placement_by_type.png
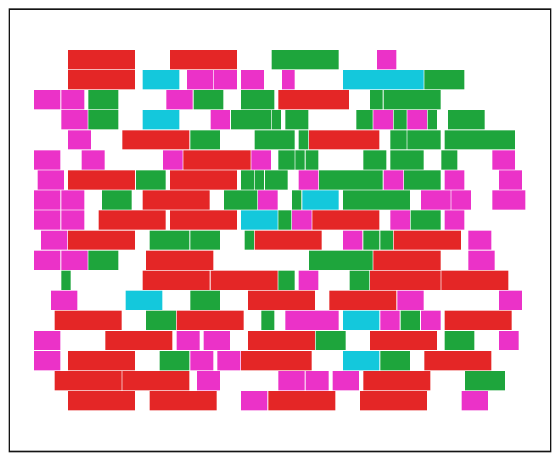
metal_density.png
The bar under the picture is 20 microns long. 15 x 12 tiles, from dark blue (low) to red (high), scaled to the fullest tile. Values are wire area over tile area, all layers added.
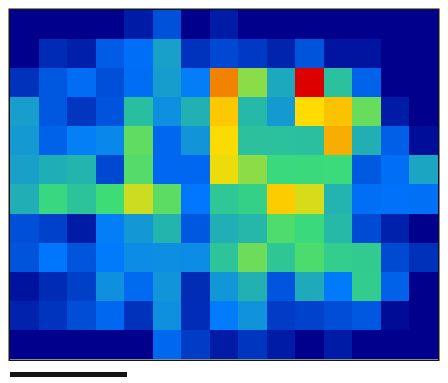
flops_by_reg.png
The bar under the picture is 20 microns long. Other sequential cells in the stronger gray, the rest of the logic in the fainter gray.
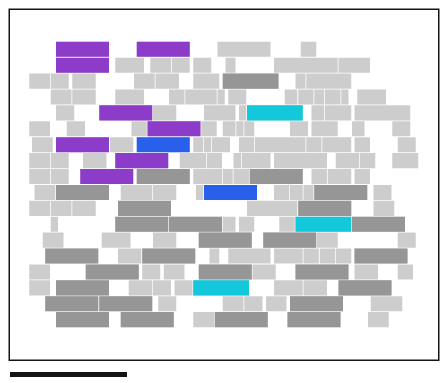
congestion.png
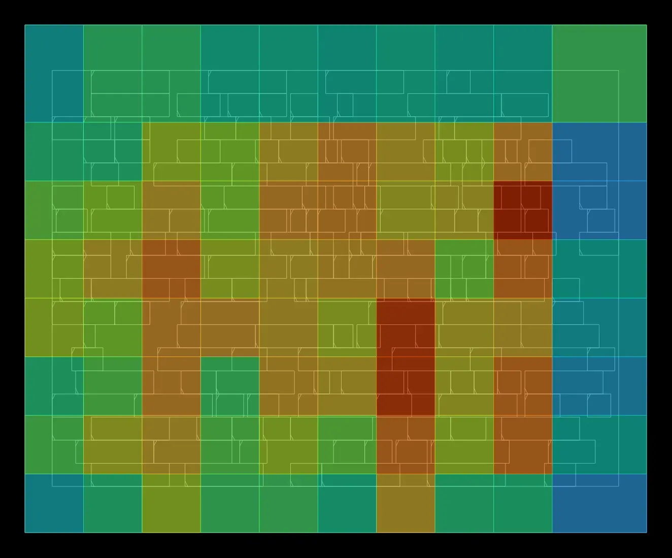
File: config.mk
export PLATFORM = sky130hd
export DESIGN_NAME = iobuf_vec_ctrl
export DESIGN_NICKNAME = d
export VERILOG_FILES = /design/src/rtl/iobuf_vec_ctrl.sv
export SDC_FILE = /design/constraint.sdc
export NUM_CORES = 1
export LEC_CHECK = 0
export ABC_CLOCK_PERIOD_IN_PS = 1300
export CAP_MARGIN = 0
export CORE_ASPECT_RATIO = 0.8
export CORE_MARGIN = 3
export CORE_UTILIZATION = 42
export CTS_CLUSTER_SIZE = 8
export DETAILED_ROUTE_END_ITERATION = 6
export PLACE_DENSITY = 0.73
export SYNTH_ARGS = -nofsm -noshare
export SYNTH_HDL_FRONTEND = slang
export SYNTH_SLANG_ARGS = --single-unit
File: constraint.sdc
create_clock -name CLK -period 1.3 [get_ports CLK]
set_input_delay 0.325 -clock CLK [delete_from_list [all_inputs] [get_ports CLK]]
set_output_delay 0.325 -clock CLK [all_outputs]
set_load 0.005 [all_outputs]
File: src/rtl/iobuf_vec_ctrl.sv
// iobuf_vec_ctrl
// Transaction sequencer for a shared bidirectional pad bus built from an
// IOBUF vector stage. It owns the IOBUF I/T controls and consumes the
// pad-side O return. Write and read requests arrive on a valid/ready channel
// and become timed windows:
//   - a write drives the bus, then releases it for a turnaround period;
//   - a read waits with the bus released, then captures the synchronized bus.
// Read data is returned on a response channel that holds until it is taken.
//
// Ports:
//   CLK        single clock, all state updates on the rising edge
//   RST        asynchronous active-high reset
//   req_valid  request present
//   req_ready  request accepted when req_valid && req_ready at a CLK edge
//   req_write  1 = write, 0 = read
//   req_data   write data
//   rsp_valid  read data available
//   rsp_ready  consumer takes the response
//   rsp_data   read data
//   pin_I      IOBUF I (value driven onto the pads)
//   pin_T      IOBUF T, 1 = released (high-Z), 0 = driving
//   pin_O      IOBUF O, asynchronous to CLK
module iobuf_vec_ctrl #(
  parameter int IOVEC_WIDTH  = 8,
  parameter int DRIVE_CYCLES = 2,
  parameter int TURN_CYCLES  = 1,
  parameter int READ_WAIT    = 2
) (
  input  logic                   CLK,
  input  logic                   RST,
  input  logic                   req_valid,
  output logic                   req_ready,
  input  logic                   req_write,
  input  logic [IOVEC_WIDTH-1:0] req_data,
  output logic                   rsp_valid,
  input  logic                   rsp_ready,
  output logic [IOVEC_WIDTH-1:0] rsp_data,
  output logic [IOVEC_WIDTH-1:0] pin_I,
  output logic                   pin_T,
  input  logic [IOVEC_WIDTH-1:0] pin_O
);

  localparam int MAX_A  = (DRIVE_CYCLES > TURN_CYCLES) ? DRIVE_CYCLES : TURN_CYCLES;
  localparam int MAX_C  = (MAX_A > READ_WAIT) ? MAX_A : READ_WAIT;
  localparam int CNT_W  = (MAX_C > 0) ? $clog2(MAX_C + 1) : 1;

  // Terminal counts for each timed window; the counter starts at 0 on entry
  // to a state, so the window ends on the edge where it equals N-1.
  localparam logic [CNT_W-1:0] DRIVE_LAST = CNT_W'(DRIVE_CYCLES - 1);
  localparam logic [CNT_W-1:0] TURN_LAST  = CNT_W'((TURN_CYCLES > 0) ? TURN_CYCLES - 1 : 0);
  localparam logic [CNT_W-1:0] READ_LAST  = CNT_W'(READ_WAIT - 1);

  typedef enum logic [2:0] {
    IDLE,
    WR_DRIVE,
    TURN,
    RD_WAIT,
    RSP
  } state_t;

  state_t                 r_state;
  logic [CNT_W-1:0]       r_count;
  logic                   r_reqReady;
  logic                   r_rspValid;
  logic [IOVEC_WIDTH-1:0] r_rspData;
  logic [IOVEC_WIDTH-1:0] r_pinI;
  logic                   r_pinT;
  logic [IOVEC_WIDTH-1:0] r_sync1;
  logic [IOVEC_WIDTH-1:0] r_sync2;
  logic                   w_accept;

  assign w_accept  = req_valid && r_reqReady;

  assign req_ready = r_reqReady;
  assign rsp_valid = r_rspValid;
  assign rsp_data  = r_rspData;
  assign pin_I     = r_pinI;
  assign pin_T     = r_pinT;

  // Two-flop synchronizer for the pad return; it runs every cycle so the
  // captured sample always reflects a settled bus value.
  always_ff @(posedge CLK or posedge RST) begin
    if (RST) begin
      r_sync1 <= '0;
      r_sync2 <= '0;
    end else begin
      r_sync1 <= pin_O;
      r_sync2 <= r_sync1;
    end
  end

  // Sequencer. Every output is a register so the IOBUF controls never see
  // combinational hazards. pin_T is cleared only on entry to WR_DRIVE and set
  // on the edge leaving it, so back-to-back transactions cannot glitch it.
  // req_ready is set in IDLE when it is low (after reset or after a response
  // handshake), and set directly on the edge ending a write so the next
  // request can follow the turnaround without an extra idle cycle.
  always_ff @(posedge CLK or posedge RST) begin
    if (RST) begin
      r_state    <= IDLE;
      r_count    <= '0;
      r_reqReady <= 1'b0;
      r_rspValid <= 1'b0;
      r_rspData  <= '0;
      r_pinI     <= '0;
      r_pinT     <= 1'b1;
    end else begin
      case (r_state)
        IDLE: begin
          r_count <= '0;
          if (w_accept) begin
            r_reqReady <= 1'b0;
            if (req_write) begin
              r_state <= WR_DRIVE;
              r_pinI  <= req_data;
              r_pinT  <= 1'b0;
            end else begin
              r_state <= RD_WAIT;
            end
          end else begin
            r_reqReady <= 1'b1;
          end
        end

        WR_DRIVE: begin
          if (r_count == DRIVE_LAST) begin
            r_pinT  <= 1'b1;
            r_count <= '0;
            if (TURN_CYCLES > 0) begin
              r_state <= TURN;
            end else begin
              r_state    <= IDLE;
              r_reqReady <= 1'b1;
            end
          end else begin
            r_count <= r_count + 1'b1;
          end
        end

        TURN: begin
          if (r_count == TURN_LAST) begin
            r_state    <= IDLE;
            r_count    <= '0;
            r_reqReady <= 1'b1;
          end else begin
            r_count <= r_count + 1'b1;
          end
        end

        RD_WAIT: begin
          if (r_count == READ_LAST) begin
            r_state    <= RSP;
            r_count    <= '0;
            r_rspData  <= r_sync2;
            r_rspValid <= 1'b1;
          end else begin
            r_count <= r_count + 1'b1;
          end
        end

        RSP: begin
          if (rsp_ready) begin
            r_state    <= IDLE;
            r_rspValid <= 1'b0;
          end
        end

        default: begin
          r_state    <= IDLE;
          r_count    <= '0;
          r_reqReady <= 1'b0;
          r_rspValid <= 1'b0;
          r_pinT     <= 1'b1;
        end
      endcase
    end
  end

endmodule
==> flow_summary.yaml <==
# synthesis and place-and-route metrics
outcome:
  run_status: "finished, final reports clean"
final_timing:
  holdWs_ns: 0.278
  unrepaired_setup_endpoints_after_global_routing: "true"
  hold_violations: 0
  finalSetupViolCount: 0
  fmax_mhz: 783
  finClkSkew_ns: 0.00476
  finalWorstSetupSlack_ns: 0.0225
  finalWorstPathRequiredPeriod_ns: 1.28
  maxSlewViolCount: 0
  timing.final.crit_share_pct: 98.3
  worst_relative_slew_slack_pct: 80.3
  tightestPinTransition_ns: 0.295
synthesis:
  asyncSetResetFlopFracSynth_pct: 100
  netlist_top_cells_count: "sky130_fd_sc_hd__dfrtp_1 (39), sky130_fd_sc_hd__mux2_2 (16), sky130_fd_sc_hd__a21oi_1 (4), sky130_fd_sc_hd__ha_1 (4), sky130_fd_sc_hd__inv_1 (4)"
  portion_of_synthesized_cell_area_occupied_by_the_leading_cell_type_pct: 64.3
  synth-area-yosys_sq_um: 1520
  syn-mean-instance-area_sq_um: 15.2
  synthTopCellsByArea: "sky130_fd_sc_hd__dfrtp_1 (64%), sky130_fd_sc_hd__mux2_2 (12%), sky130_fd_sc_hd__ha_1 (3.3%)"
  syn_inst: 100
  syn-cell-area_sq_um: 1520
  synth.yosys.seq_area_share_pct: 66.0
  ys_cells: 100
  yosys_warnings: 0
  ys.flop_type: "sky130_fd_sc_hd__dfrtp_1"
  number_of_synthesized_register_bits: 40
  number_of_library_cell_types_mapped_by_synthesis: 29
  top_count_cell_post_synth: "sky130_fd_sc_hd__dfrtp_1"
detailed_routing:
  wl_met3_microns: 174
  first_iter_violations: 42
  detail_route.vias_per_cell: 5.17
  route.antenna.remaining_nets: 0
  detail_route.first_pass.iterations: 4
  wl_met2_microns: 1740
  topRoutingLayerUsed: "met4"
  route.layer.met1.wl_microns: 1490
floorplan:
  fp-utilization_pct: 46.5
  fp.dieArea_sq_um: 4380
  i_o_pins: 40
  height_of_the_die_microns: 59.8
  die_width_microns: 73.2
power_and_ir_drop:
  clkPwrFrac_pct: 21.7
  total_power_mw: 5.03
  seq_power_share_pct: 37.3
  cellPowerDensity_nw_per_um2: 2150
  power_leakage_nw: 1.09
  combinationalPowerShare_pct: 41.0
  power_top_consumer: "combinational cells"
  power.switching_fraction_pct: 30.4
  worst_vdd_ir_uv: 1030
  pwr.group.clock_mw: 1.09
  internal_power_mw: 3.50
  pg_comb_mw: 2.06
worst_setup_path:
  critical_path.endpoint: "rsp_data[2]"
  regToRegSetupSlack_ns: 0.02
  r2r-end: "rsp_data[2]"
  timing.critical_path.buf_inv: 0
  crit_path_max_fanout: 5
  worst_ep_arrival_time_ns: 1.45
  worst_setup_path_end_kind: "flip-flop"
  crit_path_max_incr_delay_ns: 0.45
  timing.critical_path.max_delay_family: "flip-flops"
  r2r.worst_path.cells: 3
  total_stage_count_of_the_critical_path: 3
  crit_path_top_delay_cell: "sky130_fd_sc_hd__dfrtp_1"
  crit_start: "r_count[0]"
  timing.critical_path.cells: "ha_4 > nand4b_4 > mux2_2"
  critPathRequiredTime_ns: 1.47
  worstSetupStartpointType: "flip-flop"
placed_design:
  dp_hpwl_microns: 2230
  routabilityCongestion: 0.714
  numPortBuffers: 39
  pre_cts_ws_ns: -0.428
  placement_stage_cell_area_sq_um: 2050
  dp.cells: 189
clock_network:
  holdBufCountCts: 0
  numClockSinks: 40
  path_clk_slew_ns: 0.07
  clock_buffers_created_by_tritoncts: 5
  ctsRootBufferMaster: "sky130_fd_sc_hd__clkbuf_8"
  post_cts_resize_count: 33
  cts_tree: "yes"
  cts_max_level: 2
  cts_max_path_buffers: 2
hold_path:
  min-delay-path-class: "input pin to async pin"
layout:
  mostFrequentLayoutCells: "sky130_fd_sc_hd__dfrtp_1 (36), sky130_fd_sc_hd__buf_4 (19), sky130_fd_sc_hd__clkdlybuf4s50_1 (18)"
  fraction_of_final_layout_cells_with_drive_strength_greater_than_1_pct: 40.4
  area.growth.synth_to_final_pct: 53.8
  nets: 190
  design_area_sq_um: 2330
flow_run:
  warning_count: 32
  drv_cap: 0
grt:
  first_global_vias: 1168
  pin_count_of_the_biggest_net_entering_global_routing: 25
  overflow: 0
## Picture notes: placement_by_type.png
- other buffers and delay cells: magenta (cells 60; share of their area 24%)
- flops: red (cells 40; share of their area 44%)
- combinational and other logic: green (cells 58; share of their area 27%)
- clock drivers and dummy loads: cyan (cells 8; share of their area 5.5%)
FP Rows: 18
core region area: 3270 sq um
sequential fraction of total cell area: 43.1%

## Picture notes: metal_density.png
- mean over tiles: 0.13
- tiles over half the peak: 12%
- densest ninth of the die: middle
DR vias: 1065
aggregate global-route resource usage: 17.4%
Routed WL: 3470 microns
wire length per cell after detailed routing: 16.9 microns

## Picture notes: flops_by_reg.png
- `r_state`: cyan (flops 3)
- `pin_I`: purple (flops 8)
- `r_count`: blue (flops 2)
final core utilization: 71.5%
Seq. pwr: 1.87 mW
Reg area: 1010 sq um

## Picture notes: congestion.png
GRT met2 Usage: 27.1%
global-route track usage on met3: 4.54%
met1 GRT Util: 22.9%
busiest layer in global routing: met2

-- area by class of cell --
cell class / count / area [sq um] / share of cell area, %
Multi-Input combinational cell: 54 / 596 / 25.5
Inverter: 4 / 15.0 / 0.643
Sequential cell: 40 / 1010 / 43.1
Tap cell: 40 / 50.0 / 2.14
Timing Repair Buffer: 60 / 542 / 23.2
Clock buffer: 7 / 96.3 / 4.13
Clock inverter: 1 / 30.0 / 1.29
-- kinds of logic (layout without fill, tap and decap cells) --
family                     after synthesis  after routing  share of synthesized area [%]
AOI/OAI and AO/OA                       14             14                           6.10
xor gates and xnor gates                 1              1                          0.577
adders and majority gates                4              4                           3.30
buffers and inverters                    8             72                           3.05
DFF                                     40             40                           66.0
muxes                                   16             16                           11.9
and+or+nand+nor                         17             19                           9.07
No activity file was given, so power comes from the tool's default toggle rates.
